Figure 1. Clock nets.
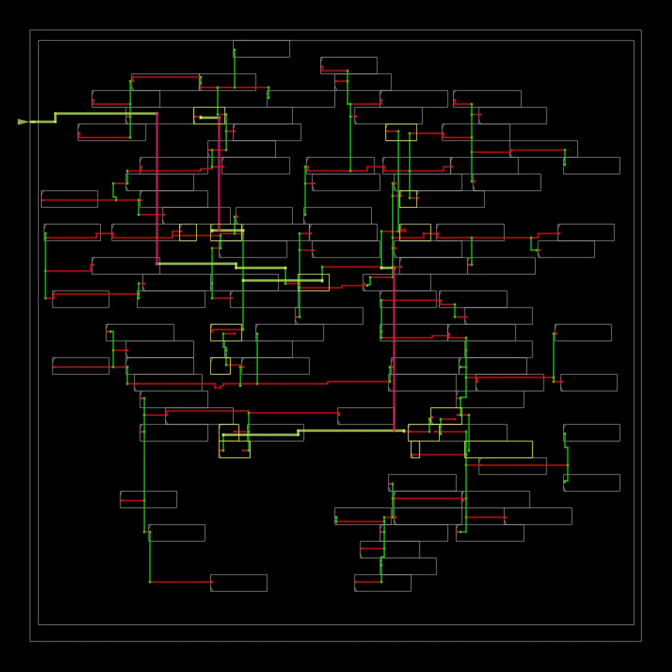
Figure 2. Signal wires by layer.
Two of the layers only.
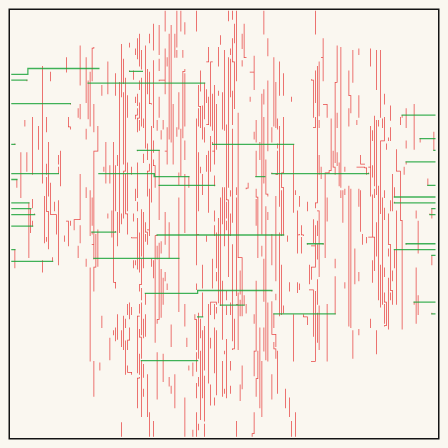
==> config.mk <==
export PLATFORM = sky130hd
export DESIGN_NAME = dsp_stream_fifo
export DESIGN_NICKNAME = d
export VERILOG_FILES = /design/src/rtl/dsp_stream_fifo.sv
export SDC_FILE = /design/constraint.sdc
export NUM_CORES = 1
export LEC_CHECK = 0
export CAP_MARGIN = 20
export CORE_UTILIZATION = 43
export DETAILED_ROUTE_END_ITERATION = 8
export GPL_TIMING_DRIVEN = 0
export PLACE_DENSITY = 0.67
export SLEW_MARGIN = 10
export SYNTH_ARGS = -nofsm -noshare
export SYNTH_HDL_FRONTEND = slang
export SYNTH_SLANG_ARGS = --single-unit
==> constraint.sdc <==
create_clock -name clk -period 3.25 [get_ports clk]
set_clock_uncertainty 0.15 [all_clocks]
set_input_delay 0.4875 -clock clk [delete_from_list [all_inputs] [get_ports clk]]
set_output_delay 0.4875 -clock clk [all_outputs]
set_load 0.05 [all_outputs]
==> out/metrics.yaml <==
gp_congestion: 0.762
coreArea_mm2: 0.00924
cp.arrival_ps: 3160
edf_count: 72
dpl.cell_count: 414
port_buffers: 44
area.sequential_mm2: 0.00281
clk_share_pct: 3.86
die_width_um: 99.6
utilization_pct: 53.4
worstPathMaxFanout: 11
avgSynthCellArea_um2: 17.0
seq_power_uw: 1520
worst_pin_slew_ps: 1040
postSynthCellCount: 241
post-dp-hpwl_um: 4890
ff_count: 98
ys.flop_type: "edfxtp_1"
irDropWorstVdd_v: 0.000337
lay_top_cells: "72 x edfxtp_1, 43 x clkdlybuf4s50_1, 25 x dfrtp_1"
power.group.top: "registers"
async_reset_ff_share_pct: 26.5
clkLatencyLatePin_ps: 360
instances_no_fill: 431
swShare_pct: 33.9
cpPeakStageDelay_ps: 460
mux_share_pct: 10.1
leakage_uw: 0.00168
most_common_cell: "edfxtp_1"
finalInstanceArea_mm2: 0.00493
power_frac_clock_pct: 23.7
p_seq_share_pct: 46.8
nWellTaps: 129
use_met3_pct: 3.02
hold_path_class: "flop to flop"
busiest_layer: "met2"
seq-cell-share_pct: 57.1
p_int_uw: 2150
rows: 35
drive_gt1_share_pct: 18.9
htreeDepth: 3
outcome: "complete, no violations"
holdWs_ps: 370
ys_cells: 241
cp_cell_sequence: "clkdlybuf4s50_1, nand2_1, inv_1, clkbuf_2, ha_1, a21o_1, clkbuf_1, clkbuf_1, a32oi_1, a21oi_2"
cts_tree: "built"
post-route-min-period_ps: 3030
floorplan.nets: 276
Notes on Figure 1 above:
total CTS buffers: 9
Clk. pwr: 771 uW
Num Clock Sinks: 98

Notes on Figure 2 above:
met2: drawn in red, wire length 3750 um. met3: drawn in green, wire length 378 um.
Avg WL per Cell: 18.1 um
total track usage: 17.1%
Post-Route WL: 7810 um
via count: 2280

Power is estimated from default activity; no workload was simulated.
